`config.mk`:
```
export PLATFORM = sky130hd
export DESIGN_NAME = ftdi_stream_bridge
export DESIGN_NICKNAME = d
export VERILOG_FILES = /design/src/rtl/ftdi_stream_bridge.sv
export SDC_FILE = /design/constraint.sdc
export NUM_CORES = 1
export LEC_CHECK = 0
export ABC_AREA = 1
export CAP_MARGIN = 0
export CORE_MARGIN = 4
export CORE_UTILIZATION = 65
export CTS_BUF_LIST = sky130_fd_sc_hd__clkbuf_2
export CTS_CLUSTER_DIAMETER = 120
export DETAILED_ROUTE_END_ITERATION = 7
export MAX_ROUTING_LAYER = met4
export PLACE_DENSITY = 0.82
export SYNTH_ARGS = -nofsm -noshare
export SYNTH_HDL_FRONTEND = slang
export SYNTH_SLANG_ARGS = --single-unit
```
`constraint.sdc`:
```
create_clock -name clock_in -period 7.58 [get_ports clock_in]
set_clock_uncertainty 0.05 [all_clocks]
set_input_delay 1.137 -clock clock_in [delete_from_list [all_inputs] [get_ports clock_in]]
set_output_delay 1.137 -clock clock_in [all_outputs]
set_load 0.01 [all_outputs]
```
`src/rtl/ftdi_stream_bridge.sv`:
```
// ftdi_stream_bridge
//   Bridges a request/strobe style FTDI byte interface to a pair of
//   valid/ready byte streams through two small FIFOs (RX and TX).
//
//   RX path: FTDI rx_rq/rx_data/rx_st -> RX FIFO -> m_data/m_valid/m_ready
//   TX path: s_data/s_valid/s_ready -> TX FIFO -> FTDI tx_rq/tx_data/tx_st
//
// Ports
//   clock_in            system clock, all logic on its rising edge
//   reset               synchronous, active-high reset
//   rx_data/rx_rq/rx_st FTDI receive byte, request, acknowledge
//   tx_data/tx_rq/tx_st FTDI transmit byte, request, capture strobe
//   m_data/m_valid/m_ready  received byte stream to user logic
//   s_data/s_valid/s_ready  transmit byte stream from user logic
//   rx_level            RX FIFO occupancy (0 .. 2**DEPTH_LOG2)
//
// Parameters
//   DEPTH_LOG2          log2 of the entry count of each FIFO
//
// Build option
//   FTDI_LOOPBACK_EN    when defined, the RX FIFO output feeds the TX FIFO
//                       input internally; the user streams are disabled
//                       (m_valid=0, s_ready=0, m_ready/s_data/s_valid ignored).

module ftdi_stream_bridge #(
  parameter int DEPTH_LOG2 = 4
) (
  input  logic                  clock_in,
  input  logic                  reset,
  input  logic [7:0]            rx_data,
  input  logic                  rx_rq,
  output logic                  rx_st,
  output logic [7:0]            tx_data,
  output logic                  tx_rq,
  input  logic                  tx_st,
  output logic [7:0]            m_data,
  output logic                  m_valid,
  input  logic                  m_ready,
  input  logic [7:0]            s_data,
  input  logic                  s_valid,
  output logic                  s_ready,
  output logic [DEPTH_LOG2:0]   rx_level
);

  localparam int DEPTH = 1 << DEPTH_LOG2;
  localparam logic [DEPTH_LOG2:0] FULL_LEVEL = (DEPTH_LOG2+1)'(DEPTH);
  localparam logic [DEPTH_LOG2:0] PTR_ONE    = (DEPTH_LOG2+1)'(1);
  localparam int RXF = 0;
  localparam int TXF = 1;

  // FIFO control, index RXF = receive FIFO, TXF = transmit FIFO
  logic [1:0] push;
  logic [1:0] pop;
  logic [1:0] full;
  logic [1:0] empty;
  logic [7:0] wdata [2];
  logic [7:0] head  [2];

  // Asynchronous FTDI handshake inputs are registered once; tx_st gets a
  // second stage so its rising edge can be detected.
  logic rx_rq_q;
  logic tx_st_q;
  logic tx_st_qq;

  always_ff @(posedge clock_in) begin
    if (reset) begin
      rx_rq_q  <= 1'b0;
      tx_st_q  <= 1'b0;
      tx_st_qq <= 1'b0;
    end else begin
      rx_rq_q  <= rx_rq;
      tx_st_q  <= tx_st;
      tx_st_qq <= tx_st_q;
    end
  end

  // Two identical FIFOs. Pointers carry one extra wrap bit so that
  // wr - rd gives the occupancy directly (0 .. DEPTH). The head is read
  // combinationally so the oldest byte falls through to the output.
  for (genvar gi = 0; gi < 2; gi++) begin : g_fifo
    logic [7:0]          mem_q [DEPTH];
    logic [DEPTH_LOG2:0] wr_ptr_q;
    logic [DEPTH_LOG2:0] rd_ptr_q;
    logic                do_push;
    logic                do_pop;

    assign full[gi]  = (wr_ptr_q - rd_ptr_q) == FULL_LEVEL;
    assign empty[gi] = (wr_ptr_q == rd_ptr_q);
    // Full/empty come from the current occupancy, so a push at full is
    // refused even when a pop happens in the same cycle.
    assign do_push   = push[gi] & ~full[gi];
    assign do_pop    = pop[gi]  & ~empty[gi];
    assign head[gi]  = mem_q[rd_ptr_q[DEPTH_LOG2-1:0]];

    always_ff @(posedge clock_in) begin
      if (do_push) begin
        mem_q[wr_ptr_q[DEPTH_LOG2-1:0]] <= wdata[gi];
      end
    end

    always_ff @(posedge clock_in) begin
      if (reset) begin
        wr_ptr_q <= '0;
        rd_ptr_q <= '0;
      end else begin
        if (do_push) wr_ptr_q <= wr_ptr_q + PTR_ONE;
        if (do_pop)  rd_ptr_q <= rd_ptr_q + PTR_ONE;
      end
    end

    if (gi == RXF) begin : g_level
      assign rx_level = wr_ptr_q - rd_ptr_q;
    end
  end

  // ---------------------------------------------------------------- RX FSM
  typedef enum logic {R_IDLE, R_ACK} rx_state_e;
  rx_state_e rx_state_q, rx_state_d;
  logic      rx_st_q, rx_st_d;
  logic      rx_push;

  always_comb begin
    rx_state_d = rx_state_q;
    rx_st_d    = rx_st_q;
    rx_push    = 1'b0;
    case (rx_state_q)
      R_IDLE: begin
        // A full FIFO leaves the request unacknowledged (backpressure).
        if (rx_rq_q && !full[RXF]) begin
          rx_push    = 1'b1;
          rx_st_d    = 1'b1;
          rx_state_d = R_ACK;
        end else begin
          rx_st_d = 1'b0;
        end
      end
      R_ACK: begin
        // Stay here until the request is withdrawn: one write per pulse.
        if (!rx_rq_q) begin
          rx_st_d    = 1'b0;
          rx_state_d = R_IDLE;
        end else begin
          rx_st_d = 1'b1;
        end
      end
      default: begin
        rx_st_d    = 1'b0;
        rx_state_d = R_IDLE;
      end
    endcase
  end

  // ---------------------------------------------------------------- TX FSM
  typedef enum logic [1:0] {T_IDLE, T_REQ, T_WAIT} tx_state_e;
  tx_state_e  tx_state_q, tx_state_d;
  logic       tx_rq_q, tx_rq_d;
  logic [7:0] tx_data_q, tx_data_d;
  logic       tx_pop;

  always_comb begin
    tx_state_d = tx_state_q;
    tx_rq_d    = tx_rq_q;
    tx_data_d  = tx_data_q;
    tx_pop     = 1'b0;
    case (tx_state_q)
      T_IDLE: begin
        if (!empty[TXF]) begin
          tx_data_d  = head[TXF];
          tx_pop     = 1'b1;
          tx_rq_d    = 1'b1;
          tx_state_d = T_REQ;
        end
      end
      T_REQ: begin
        // tx_data is held here; only a rising strobe releases the request.
        if (tx_st_q && !tx_st_qq) begin
          tx_rq_d    = 1'b0;
          tx_state_d = T_WAIT;
        end
      end
      T_WAIT: begin
        if (!tx_st_q) tx_state_d = T_IDLE;
      end
      default: begin
        tx_rq_d    = 1'b0;
        tx_state_d = T_IDLE;
      end
    endcase
  end

  always_ff @(posedge clock_in) begin
    if (reset) begin
      rx_state_q <= R_IDLE;
      rx_st_q    <= 1'b0;
      tx_state_q <= T_IDLE;
      tx_rq_q    <= 1'b0;
      tx_data_q  <= 8'h00;
    end else begin
      rx_state_q <= rx_state_d;
      rx_st_q    <= rx_st_d;
      tx_state_q <= tx_state_d;
      tx_rq_q    <= tx_rq_d;
      tx_data_q  <= tx_data_d;
    end
  end

  assign push[RXF]  = rx_push;
  assign wdata[RXF] = rx_data;
  assign pop[TXF]   = tx_pop;

`ifdef FTDI_LOOPBACK_EN
  // Received bytes move straight into the TX FIFO whenever it has room.
  logic unused_user_inputs;
  assign unused_user_inputs = ^{m_ready, s_valid, s_data};
  assign pop[RXF]   = !empty[RXF] && !full[TXF];
  assign push[TXF]  = !empty[RXF] && !full[TXF];
  assign wdata[TXF] = head[RXF];
  assign m_valid    = 1'b0;
  assign s_ready    = 1'b0;
`else
  assign pop[RXF]   = !empty[RXF] && m_ready;
  assign push[TXF]  = s_valid && !full[TXF];
  assign wdata[TXF] = s_data;
  assign m_valid    = !empty[RXF];
  assign s_ready    = !full[TXF];
`endif

  assign m_data  = head[RXF];
  assign rx_st   = rx_st_q;
  assign tx_rq   = tx_rq_q;
  assign tx_data = tx_data_q;

endmodule

```
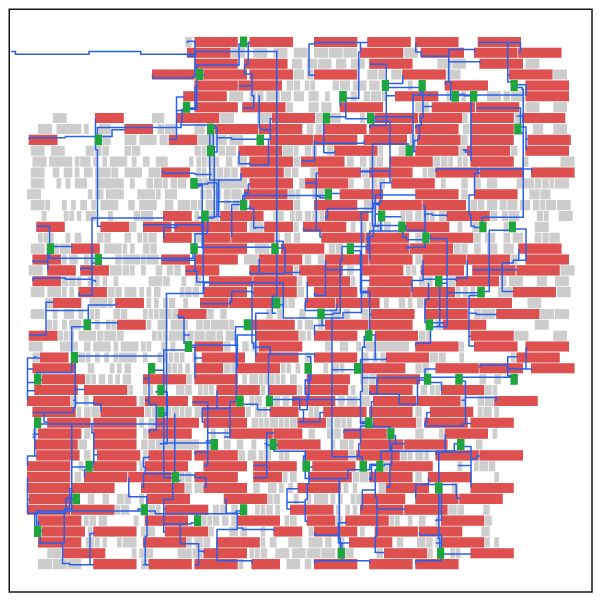
run_1/clock_wires.png
Drawn at 4 px/µm.
- clock-net drivers: green (count 71)
- clock wires: blue (length 3,470 µm)
- flip-flops: red (count 295)
- flops lie: all over the die

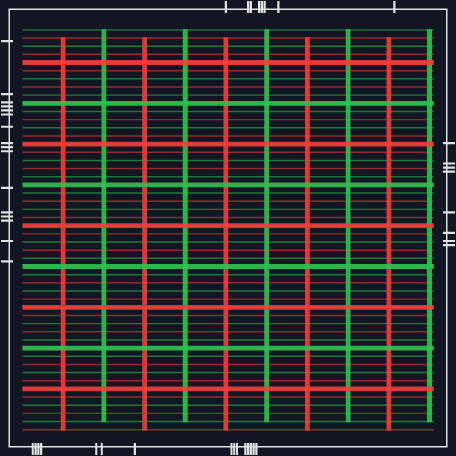
run_1/floorplan.png
Drawn at 3 px/µm. Pins as bars on the die edge.
- VSS: red
- VDD: green
- met5 straps: 9
- met4 straps: 10

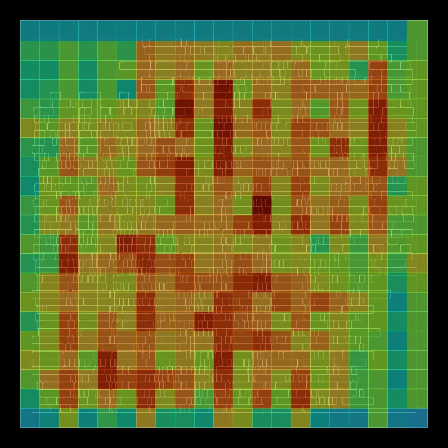
run_1/congestion_map.png
average wire per standard cell: 19.2 µm
total global-route track usage: 25.6%

==> results.txt, run 1 <==
Results of the full flow below.

Critical path:
- The worst setup path is captured at a primary output.
- The run puts the buffer-and-inverter tally for the worst setup path at 2.
- The run gives the critical path's largest stage delay as 1.09 ns.
- The report lists the cells along the critical path as inv_1 > o211ai_1 > nand3_1 > nand2_1 > clkdlybuf4s50_1.
- The run gives the data arrival time of the critical path as 3.84 ns.

Synthesis:
- The run gives the most popular library cell in the synthesized design by count as sky130_fd_sc_hd__edfxtp_1.
- Of the post-synthesis cell area, the part taken by muxes is 2.61%.
- The run gives the cell count listed in synth_stat.txt as 1,008.
- The run puts the xor-xnor portion of the synthesized cell area at 0.714%.
- By area the synthesized netlist is led by sky130_fd_sc_hd__edfxtp_1 63%, sky130_fd_sc_hd__dfxtp_1 6.4%, sky130_fd_sc_hd__nor2_1 3.8%.
- The run gives the yosys-reported design area after synthesis as 12,300 µm².
- The run gives the fraction of the mapped netlist area in compound gates as 11.1%.
- The most used flip-flop cell after synthesis is sky130_fd_sc_hd__edfxtp_1.
- The run gives the fraction of the yosys area taken by sequential cells as 69.1%.
- Among the non-sequential cells, AND-OR/OR-AND gates take the most area.
- Counting flops and latches in the post-synthesis netlist gives 295.

Job:
- The run puts the number of maximum-capacitance constraint violations at 0.

STA:
- Headroom to the max-slew limit came out at 12.1%.
- Setup repair after global routing left no endpoint under its margin.
- Dividing the final minimum period by the clock period gives 66.3%.

Layout:
- In the final design database the tool counted 1,123 nets.
- The run gives the final cell area excluding filler cells as 13,500 µm².
- The run puts the fraction of layout cells with a size suffix above 1 at 12.5%.
- The run puts the area used by sequential logic in the layout at 8470 µm².
- The run gives the number of fill cells as 1,231.

Power:
- The run puts the switching power summed over all nets at 1.32 mW.
- The script computed the net switching share of total power as 33.0%.
- The run gives the power share of the clock group as 26.8%.
- The run gives the power of the combinational group as 0.990 mW.
- The run gives the share of power burned in registers as 48.4%.
- The run puts the power in sequential cells at 1.93 mW.
- The run gives the static leakage as 4.73 nW.

Drt:
- The run puts the violation count after the first detailed-route iteration at 826.
- The run puts the total detailed-routing wirelength at 26,200 µm.

Clock tree:
- Per the repair_timing log after CTS, setup buffers inserted total 0.
- For reference, the clock transition at the flip-flops on the worst setup and hold paths is 0.11 ns.
- The run gives the latest clock arrival within the worst-skew pair as 0.82 ns.
- Clock tree synthesis inserted a total of 71 buffers.

Placed design:
- After detailed placement, the design holds a cell count of 1,237.
- The run puts the weighted congestion reported at the end of routability-driven placement at 0.896.
- The run gives the placed instance area as 12,800 µm².
- The run puts the placed wire-length estimate at 16,100 µm.

Floorplan:
- The vertical die dimension reported for this design is 145 µm.
- The run gives the number of rows in the core area as 49.

Global routing:
- The number of global-route vias before repair was 7,965.
- The run gives the largest net degree at the start of global routing as 97.

Run status:
- The flow ran to the end, and the final reports show no timing, DRC or antenna violations.
==> run 1: area by class of cell <==
class                   count  area share, %
repair buffers             54           3.86
well taps                 229           2.12
clock inverters            22           1.22
multi-input cells         585           24.1
inverters                  75           2.09
diodes                      1         0.0186
flip-flops and latches    295           62.8
clock buffers             102           3.79
==> run 1: per-stage QoR <==
stage	power (mW)	worst slack, ns	util (%)	hold WS (ns)
final	3.99	2.55	73.8	0.434
after global routing	4.21	2.30	73.8	0.472
after CTS	3.98	2.57	73.8	0.436
after detailed placement	2.93	3.44	70.1	0.415
after global placement	2.91	3.53	70.1	0.396
after floorplan	2.61	4.66	-	0.386
==> run 1: sequential cells by signal, indices dropped and copies added, names as in the netlist, named ones only <==
signal	flops
tx_st_qq	1
rx_st	1
g_fifo.wr_ptr_q	10
tx_st_q	1
tx_state_q	2
tx_data	8
g_fifo.rd_ptr_q	10
tx_rq	1
rx_rq_q	1
g_fifo.mem_q	256
==> run 1: cell families (layout without fill, tap and decap cells) <==
| kind of cell | after synthesis | count (layout) |
|---|---|---|
| flops | 295 | 295 |
| simple gates | 281 | 281 |
| compound gates | 243 | 243 |
| buf+inv | 128 | 253 |
| mux | 32 | 32 |
| fa+ha+maj | 19 | 19 |
| xor+xnor | 10 | 10 |
| other cells | 0 | 1 |
==> run 1: routing by layer <==
metal	up-vias	GRT usage (%)	wire length, µm
met5	-	-	0
met1	3855	35.2	10900
li1	3823	-	-
met3	57	5.42	2520
met2	450	38.6	12300
met4	0	8.97	545
==> run 1: worst register-to-register path: stages (launching register included) <==
cell and delay, ns:
sky130_fd_sc_hd__dfxtp_1 0.66, sky130_fd_sc_hd__clkinv_1 0.41, sky130_fd_sc_hd__ha_1 0.41, sky130_fd_sc_hd__nand2_1 0.09, sky130_fd_sc_hd__inv_1 0.04, sky130_fd_sc_hd__nand2_1 0.09, sky130_fd_sc_hd__nand2_1 0.06, sky130_fd_sc_hd__nand2_1 0.06
sky130_fd_sc_hd__nand2_1 0.06, sky130_fd_sc_hd__nand3_2 0.13, sky130_fd_sc_hd__nand2_1 0.15, sky130_fd_sc_hd__inv_2 0.13, sky130_fd_sc_hd__nand2_1 0.14, sky130_fd_sc_hd__nor2_1 0.76
==> run 1: worst paths after layout <==
path | startpoint | endpoint | slack (ns) | cells past startpoint
min | rx_rq_q$_SDFF_PP0_ | rx_st$_SDFF_PP0_ | 0.43 | 2
max reg2reg | g_fifo[1].rd_ptr_q[2]$_SDFFE_PP0P_ | g_fifo[1].mem_q[3][3]$_DFFE_PP_ | 3.97 | 13
max | register | m_data[7] | 2.55 | 5
min reg2reg | rx_rq_q$_SDFF_PP0_ | rx_st$_SDFF_PP0_ | 0.43 | 2
==> run 1: cell usage in the layout (no fill, tap or decap), drive strengths merged <==
master         count
xnor2              6
nor3b              3
dfxtp             39
nor3              16
xor2               4
and3               1
diode              1
clkbuf           103
mux2i             32
nor2             126
clkinvlp           1
clkinv            17
o21ai            122
nand2             82
or2                1
ha                18
inv               76
a21oi             56
fa                 1
o22ai             30
o211ai            35
buf                7
bufinv             3
nand3             45
edfxtp           256
clkdlybuf4s50     46
nand3b             4
nand4              3
run_1/util_map.png
Drawn at 2 px/µm. 15 x 15 tiles, from white (low) to dark blue (high), 0 to 100% covered.
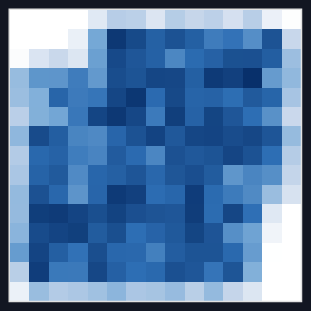

## Run 2: what changed since run 1
- CORE_UTILIZATION: 65 -> 63
- PLACE_DENSITY: 0.82 -> 0.8
- clock period: 7.58 -> 4.9 ns (I/O delays scaled with it)
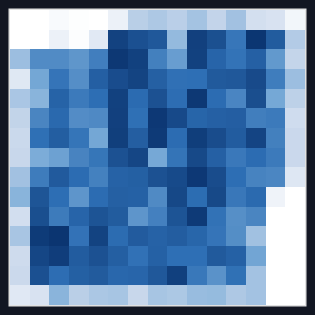
run_2/util_map.png
Drawn at 2 px/µm. 15 x 15 tiles, from white (low) to dark blue (high), 0 to 100% covered.
- nearly empty tiles: 8.0%
- tiles over 75% full: 43%
- densest ninth of the die: center

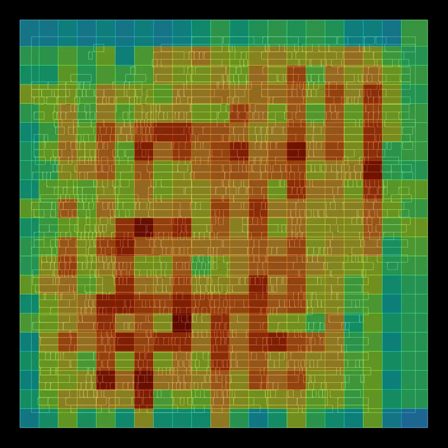
run_2/congestion_map.png
average wire per standard cell: 19.4 µm
met3 global-route usage: 7.54%
global-route met2 utilization: 35.3%
final standard cell utilization of the core: 71.1%
total global-route track usage: 25.8%

==> run 2 against run 1 <==
Against the previous run:
- final area decreased by 0.46%
- critical path type unchanged
- sequential share of layout area increased by 0.29 points
- largest power group unchanged
- sequential power increased by 53%
- synthesized cell count unchanged
- worst setup slack got worse by 1.8 ns
- register-to-register slack got worse by 2.4 ns
- wire length increased by 3.0%
- global-route usage increased by 0.23 points
- combinational power increased by 57%
- total power increased by 51%
- utilization decreased by 2.8 points
==> results.txt, run 2 <==
Results of the full flow below.

Run status:
- The run finished with clean final reports.

Layout:
- The run puts the synthesis-to-finish area growth at 9.49%.
- For this run, the post-layout net count is 1,117.
- The run gives the number of fill cells as 1,378.
- The run gives the number of flip-flops in the largest register as 256.
- By instance count after routing, the leading logic cell types are 256 x sky130_fd_sc_hd__edfxtp_1, 125 x sky130_fd_sc_hd__nor2_1, 106 x sky130_fd_sc_hd__clkbuf_2.
- The run gives the final cell area excluding filler cells as 13,400 µm².
- The run puts the fraction of layout cells with a size suffix above 1 at 12.5%.
- By instance count after routing, the leading logic cell type is sky130_fd_sc_hd__edfxtp_1.

Floorplan:
- The run puts the die area at 21,800 µm².
- Per the OpenROAD floorplan log, the height of the die is 148 µm.
- The run gives the core utilization at floorplan as 64.9%.
- The floorplan has 50 rows.

STA:
- The run puts the setup slack after layout at 0.789 ns.
- The run gives the number of setup violations in the final report as 0.
- The run puts the relative max-transition margin at 14.6%.
- Setup repair after global routing left no endpoint under its margin.
- Per the final report, max-transition violations number 0.
- The run puts the number of hold violations in the final report at 0.
- Post-route period utilization is reported as 83.9%.

Clock tree:
- The run gives the number of gates given a new drive strength after cts as 0.
- The run gives the CTS root buffer as sky130_fd_sc_hd__clkbuf_2.
- The run gives the post-CTS clock slew at the launch and capture registers of the worst setup and hold paths as 0.11 ns.
- The run gives the latest clock arrival within the worst-skew pair as 0.82 ns.
- The run gives the maximum buffer depth of the clock tree as 3.
- After clock tree synthesis, the setup repair step added 0 buffers.
- The run puts the number of buffers inserted for hold repair after clock tree synthesis at 0.
- The run gives the number of H-tree levels as 3.
- Counting the buffers created by CTS gives 70.
- The run puts the clock sink count at 295.

Power:
- The script computed the net switching share of total power as 33.7%.
- The worst-case IR drop observed on VDD is 0.307 mV.
- The flow reports that the clock network draws 25.0% of the design power.
- The run puts the share of power burned in registers at 49.2%.
- For this design the static power due to leakage is 4.70 nW.
- The run puts the switching power summed over all nets at 2.03 mW.
- The run gives the overall power after layout as 6.02 mW.
- The run gives the power density of the placed cells as 448 nW/µm².

Synthesis:
- The run puts the xor-xnor portion of the synthesized cell area at 0.714%.
- Per the synth log, the flip-flop and latch total comes to 295.
- The run gives the arithmetic-cell share of the synthesized area counting full adders, half adders and majority gates as 2.00%.
- The run gives the mux share of post-synthesis cell area as 2.61%.
- The run puts the cell count listed in synth_stat.txt at 1,008.
- The run gives the top logic cell family in the synthesized netlist as AND-OR/OR-AND gates.
- In the Yosys report, the sequential cells make up 69.1% of the chip area.
- The run gives the area share of and/or/nand/nor cells after synthesis as 10.0%.
- The synthesized design contains 256 enable-type register cells.
- The run gives the async set-or-reset flop fraction in the synthesized netlist as 0%.
- In the Yosys stats the netlist draws on 37 distinct library cells.
- The main area contributors are sky130_fd_sc_hd__edfxtp_1 63%, sky130_fd_sc_hd__dfxtp_1 6.4%, sky130_fd_sc_hd__nor2_1 3.8%.
- The synthesis report names the predominant flop master as sky130_fd_sc_hd__edfxtp_1.
- The area recorded from the Yosys report for this design is 12,300 µm².
- The run puts the top cell type's share of synthesized area at 62.7%.
- Looking at the gate-level netlist, the highest instance count belongs to sky130_fd_sc_hd__edfxtp_1.
- The run puts the mean instance size in the synthesized netlist at 12.2 µm².
- The run gives the fraction of the mapped netlist area in compound gates as 11.1%.

Placed design:
- The run puts the placed wire-length estimate at 17,100 µm.
- The run puts the count of placed standard cells including taps at 1,264.
- STA on the placed design reports a worst setup slack of 1.50 ns.
- Buffers placed on the I/O ports in this run total 46.
- Per the detailed placement report, the placed cell area equals 12,800 µm².
- The congestion estimate from routability-driven global placement came to 0.890.

Drt:
- The run gives the DRC violation count after routing as 0.
- The run puts the count of antenna-violating nets left after detailed routing at 0.
- The first TritonRoute pass finished after 6 iterations.
- The run puts the violation count after the first detailed-route iteration at 1,003.
- The run gives the total detailed-routing wirelength as 27,000 µm.
- After detailed routing, the number of vias per cell comes to 5.84.
- The run puts the total number of vias at 8,132.

Global routing:
- The run puts the number of global-route vias before repair at 7,835.
- The run puts the largest net degree at the start of global routing at 97.
- The run puts the number of antenna violations at the first check in global routing at 1.
- The global route stage reports its total congestion overflow as 0.

Critical path:
- The run gives the worst flop-to-flop path startpoint as g_fifo[0].wr_ptr_q[0]$_SDFFE_PP0P_.
- For the worst reg-to-reg path, the endpoint reported by OpenROAD is g_fifo[0].mem_q[6][5]$_DFFE_PP_.
- The run puts the data required time of the worst path at 4.12 ns.
- The run puts the data arrival time of the critical path at 3.33 ns.
- The run puts the number of cells on the worst reg-to-reg path at 9.
- STA classifies the critical path endpoint as a primary output.
- Across all register-to-register paths, the minimum setup slack is 1.55 ns.
- Per STA, the endpoint of the critical path is m_data[6].

Job:
- The run puts the number of maximum-capacitance constraint violations at 0.

Worst hold path:
- In this run the worst hold path is classified as reg -> reg.
-- run 2: cell types whose count changed in the layout (fill, tap and decap cells not counted), sizes merged --
cell	previous run	this run
buf	7	3
bufinv	3	0
clkbuf	103	106
clkinv	17	18
clkinvlp	1	0
inv	76	79
-- run 2: how the worst min path moves through the flow --
| stage | startpoint | end | depth (start not counted) |
|---|---|---|---|
| global placement | rx_rq_q$_SDFF_PP0_ | rx_st$_SDFF_PP0_ | 2 |
| finish | rx_rq_q$_SDFF_PP0_ | rx_st$_SDFF_PP0_ | 2 |
| global route | rx_rq | rx_rq_q$_SDFF_PP0_ | 3 |
| detailed placement | tx_rq$_SDFFE_PP0P_ | tx_rq$_SDFFE_PP0P_ | 2 |
| floorplan | rx_rq_q$_SDFF_PP0_ | rx_st$_SDFF_PP0_ | 2 |
| CTS | tx_st | tx_st_q$_SDFF_PP0_ | 3 |
-- run 2: cell families after synthesis --
family / after synthesis
AOI/OAI and AO/OA: 243
buffers and inverters: 128
DFF: 295
adders and majority gates: 19
xor gates and xnor gates: 10
muxes: 32
and+or+nand+nor: 281
-- run 2: area by class of cell --
type,count,area [µm²],share of cell area [%]
clock buffer,106,531,3.95
timing repair buffer,49,483,3.60
clock inverter,22,86.3,0.643
tap,260,325,2.42
sequential,295,8470,63.1
multi-input combinational,585,3240,24.1
antenna,1,2.50,0.0186
inverter,75,282,2.10
-- run 2: metal layers --
layer / track usage, % / vias up / share of wire, %
met5: - / - / 0
met4: 8.90 / 0 / 2.3
li1: - / 3817 / -
met2: 35.3 / 444 / 44
met1: 37.4 / 3817 / 42
met3: 7.54 / 54 / 11
-- run 2: power by group through the flow --
stage	Combinational (mW)	Clock [mW]	Sequential [mW]
3_3_place_gp	1.50	0	3.01
5_1_grt	1.71	1.69	2.98
6_report	1.55	1.51	2.96
2_1_floorplan	1.09	0	2.95
3_5_place_dp	1.52	0	3.02
4_1_cts	1.53	1.53	2.96
-- run 2: stage by stage --
stage | hold WS, ns | utilization (%)
3_3_place_gp | 0.401 | 67.8
3_5_place_dp | 0.414 | 67.8
4_1_cts | 0.361 | 71.0
2_1_floorplan | 0.386 | -
6_report | 0.417 | 71.1
5_1_grt | 0.354 | 71.1
-- run 2: worst max-delay path, stage by stage, from the launching register on --
cell and delay [ns]:
sky130_fd_sc_hd__dfxtp_1 0.35, sky130_fd_sc_hd__buf_4 0.34, sky130_fd_sc_hd__inv_1 0.54, sky130_fd_sc_hd__o211ai_1 0.39
sky130_fd_sc_hd__nand3_1 0.23, sky130_fd_sc_hd__nand2_1 0.12, sky130_fd_sc_hd__clkdlybuf4s50_1 0.54
run_2/floorplan.png
Drawn at 3 px/µm. Pins as bars on the die edge.
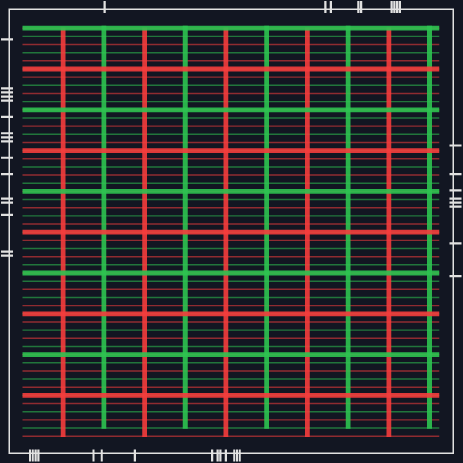

## Run 3: what changed since run 2
- CORE_UTILIZATION: 63 -> 57
- PLACE_DENSITY: 0.8 -> 0.76
- clock period: 4.9 -> 3.57 ns (I/O delays scaled with it)
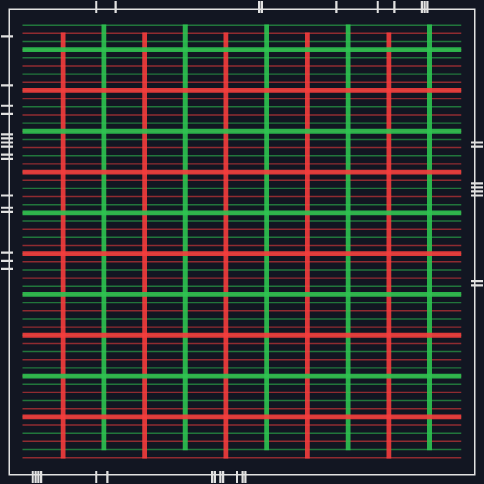
run_3/floorplan.png
Drawn at 3 px/µm. Pins as bars on the die edge.
- VSS: red
- VDD: green
- met1 rails: 54
- signal pins: 47
- met4 straps: 10
- met5 straps: 10

==> run 3 against run 2 <==
Against the previous run:
- via count down 0.22%
- die size grew 9.9%
- largest cell class unchanged
- critical endpoint is now m_data[1]
- sequential power is 35% higher
- final cell count grew 2.8%
- clock power is 44% higher
- clock-buffer cell count rose by 4
- register-to-register slack got worse by 0.86 ns
- largest power group unchanged
- first-iteration DRC count fell by 12%
- sequential share of layout area is 1.4 points lower
- combinational power increased by 45%
- final area increased by 2.3%
==> results.txt, run 3 <==
Results of the full flow below.

Critical path:
- The run gives the data required time of the worst path as 2.98 ns.
- For the worst flop-to-flop path, the logic depth is 9.
- The run gives the capturing element type of the critical path as a primary output.
- The run gives the critical path capture point as m_data[1].
- The run gives the minimum setup slack among reg-to-reg paths as 0.69 ns.
- Per the timing report, the most critical flop-to-flop path finishes at g_fifo[0].mem_q[7][5]$_DFFE_PP_.
- The run gives the worst flop-to-flop path startpoint as g_fifo[0].wr_ptr_q[0]$_SDFFE_PP0P_.
- The arrival time of data at the worst endpoint is listed as 2.77 ns.

Drt:
- The run gives the routed length per placed instance as 18.7 µm.
- The run gives the uppermost metal layer occupied by signal nets as met4.
- Across all layers, the routed design uses 8,114 vias.
- Dividing the detail-routed via count by the number of cells gives 5.67.
- Summed over all nets, wire length on met2 after detailed routing comes to 12,000 µm.
- The detailed router put a total of 11,900 µm of wire on met1.
- The run gives the routed wire length on met3 as 2250 µm.
- After the first detailed-routing iteration, the DRC count stood at 887.
- The run gives the count of antenna-violating nets left after detailed routing as 0.
- The run gives the number of search-and-repair iterations in the first detailed-routing pass as 6.
- The run gives the total detailed-routing wirelength as 26,700 µm.

Run status:
- The run finished with clean final reports.

Layout:
- The run gives the final cell area excluding filler cells as 13,700 µm².
- The run puts the area used by sequential logic in the layout at 8480 µm².
- The run puts the fraction of layout cells with a size suffix above 1 at 15.6%.
- Leaving out fill and tap cells, the most frequent cells in the layout are 256 x sky130_fd_sc_hd__edfxtp_1, 125 x sky130_fd_sc_hd__nor2_1, 110 x sky130_fd_sc_hd__clkbuf_2.
- The run puts the number of nets in the finished design at 1,145.
- The most common logic cell in the final layout is sky130_fd_sc_hd__edfxtp_1.
- The register with the most flip-flops in the layout has 256 of them.
- The run puts the synthesis-to-finish area growth at 12.0%.

Placed design:
- The run puts the placed instance area at 13,000 µm².
- The run puts the weighted congestion reported at the end of routability-driven placement at 0.865.
- The wire-length estimate of the detail-placed layout is 16,800 µm.
- The run puts the number of I/O port buffers at 46.

Synthesis:
- The run puts the async set-or-reset flop fraction in the synthesized netlist at 0%.
- The run gives the mean instance size in the synthesized netlist as 12.2 µm².
- The synthesized netlist contains 37 unique library cells.
- Summing the areas of all compound-gate instances in the mapped netlist gives 11.1% of the synthesized area.
- Among all flip-flop cells after synthesis, the most frequent one is sky130_fd_sc_hd__edfxtp_1.
- The run puts the arithmetic-cell share of the synthesized area counting full adders, half adders and majority gates at 2.00%.
- The run gives the fraction of the yosys area taken by sequential cells as 69.1%.
- The run gives the yosys-reported design area after synthesis as 12,300 µm².
- The cell-mix breakdown from Yosys lists the simple-gate area share as 10.0%.
- For reference, the top cells by area after synthesis are sky130_fd_sc_hd__edfxtp_1 63%, sky130_fd_sc_hd__dfxtp_1 6.4%, sky130_fd_sc_hd__nor2_1 3.8%.
- The run gives the number of flops mapped to enable cells by yosys as 256.
- The run puts the cell count listed in synth_stat.txt at 1,008.
- The run gives the most popular library cell in the synthesized design by count as sky130_fd_sc_hd__edfxtp_1.
- The run gives the xor-xnor portion of the synthesized cell area as 0.714%.

Clock tree:
- The run gives the CTS root buffer as sky130_fd_sc_hd__clkbuf_2.
- Looking at the clock tree report, the H-tree level count equals 3.
- The run gives the number of buffers inserted for hold repair after clock tree synthesis as 0.
- The run gives the maximum buffer depth of the clock tree as 3.
- Per the post-CTS timing run, clock transition at the registers of the reported paths is 0.12 ns.
- The run puts the clock sink count at 295.
- The run puts the latest clock arrival within the worst-skew pair at 0.83 ns.
- The run gives the CTS buffer count as 72.

Global routing:
- The run puts the global-route usage over all layers at 23.1%.
- The run gives the number of global-route vias before repair as 7,982.
- The run puts the number of antenna violations at the first check in global routing at 1.
- Entering global routing, the biggest net connects 68 pins.
- After global routing the overflow that remains totals 0.

Floorplan:
- The die covers 23,900 µm².
- The run puts the core utilization at floorplan at 58.1%.
- The run gives the die height as 155 µm.
- The run puts the number of rows in the core area at 53.

Power:
- The run gives the maximum ir drop on the vdd rail as 0.364 mV.
- The run puts the power density of the placed cells at 614 nW/µm².
- The run gives the static leakage as 4.88 nW.

Worst hold path:
- According to the hold report, the worst path is of the in -> reg type.

STA:
- The run puts the number of pins with negative max-slew slack in the final report at 0.
- The run puts the post-route fraction of the period consumed by the critical path at 94.0%.
- The run gives the relative max-transition margin as 26.4%.
- Setup repair after global routing left no endpoint under its margin.
- For this run, the final setup violation count is recorded as 0.

Job:
- The number of maximum-capacitance violations recorded for the run is 0.
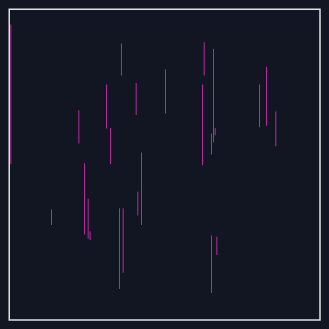
run_3/m4.png
Drawn at 2 px/µm.
- main direction: vertical
- wire length on this layer: 586 µm
- nets with wire on the layer: 19
- share of all routed wire: 2.2%
- longest straight run: 69.4 µm

run 3: logic make-up (layout without fill, tap and decap cells):
| family | count (synthesis) | after routing |
|---|---|---|
| AND-OR/OR-AND | 243 | 243 |
| XOR/XNOR | 10 | 10 |
| adder cells (fa/ha/maj) | 19 | 19 |
| buffers and inverters | 128 | 275 |
| flip-flops | 295 | 295 |
| multiplexers | 32 | 32 |
| other | 0 | 2 |
| AND/OR/NAND/NOR | 281 | 281 |
run 3: layout make-up:
cell class,count,share of cell area [%]
tap,275,2.51
antenna,2,0.0365
inverter,75,2.05
clock inverter,15,0.683
clock buffer,110,4.01
timing repair buffer,75,5.24
multi-input combinational,585,23.7
sequential,295,61.8
run 3: metal layers:
layer	GRT usage, %	vias up
li1	-	3875
met5	-	-
met3	4.90	57
met2	32.8	367
met1	33.2	3815
met4	8.87	0
run 3: critical path, cell delays in order, from the launching register on:
cell and delay (ns):
sky130_fd_sc_hd__dfxtp_2 0.57, sky130_fd_sc_hd__inv_1 0.07, sky130_fd_sc_hd__buf_4 0.26, sky130_fd_sc_hd__o21ai_0 0.26
sky130_fd_sc_hd__o211ai_1 0.11, sky130_fd_sc_hd__nand2_1 0.14, sky130_fd_sc_hd__clkdlybuf4s50_1 0.55
run 3: per-stage QoR:
| stage | total power [mW] | util [%] | cells |
|---|---|---|---|
| 5_1_grt | 8.93 | 65.1 | 1432 |
| 2_1_floorplan | 5.54 | - | 1008 |
| 4_1_cts | 8.46 | 64.9 | 1429 |
| 3_3_place_gp | 6.23 | 61.8 | 1303 |
| 3_5_place_dp | 6.28 | 61.8 | 1303 |
| 6_report | 8.43 | 65.1 | 1432 |
run 3: timing repair:
action,4_1_cts,5_1_grt
resized,3,7
endpoints found under the setup margin,10,5
buffers inserted,1,1
run 3: power breakdown:
group / total [mW] / internal, mW / switching (mW)
sequential: 4.01 / 3.89 / 0.116
combinational: 2.25 / 0.843 / 1.41
clock: 2.17 / 0.886 / 1.29
run 3: worst min-delay path by stage:
stage / slack [ns] / to / startpoint / depth (start not counted)
2_1_floorplan: 0.39 / rx_st$_SDFF_PP0_ / rx_rq_q$_SDFF_PP0_ / 2
3_5_place_dp: 0.40 / rx_st$_SDFF_PP0_ / rx_rq_q$_SDFF_PP0_ / 2
6_report: 0.20 / tx_st_q$_SDFF_PP0_ / tx_st / 3
3_3_place_gp: 0.41 / rx_st$_SDFF_PP0_ / rx_rq_q$_SDFF_PP0_ / 2
5_1_grt: 0.13 / rx_rq_q$_SDFF_PP0_ / rx_rq / 3
4_1_cts: 0.12 / tx_st_q$_SDFF_PP0_ / tx_st / 3
Power and IR drop assume default switching activity.
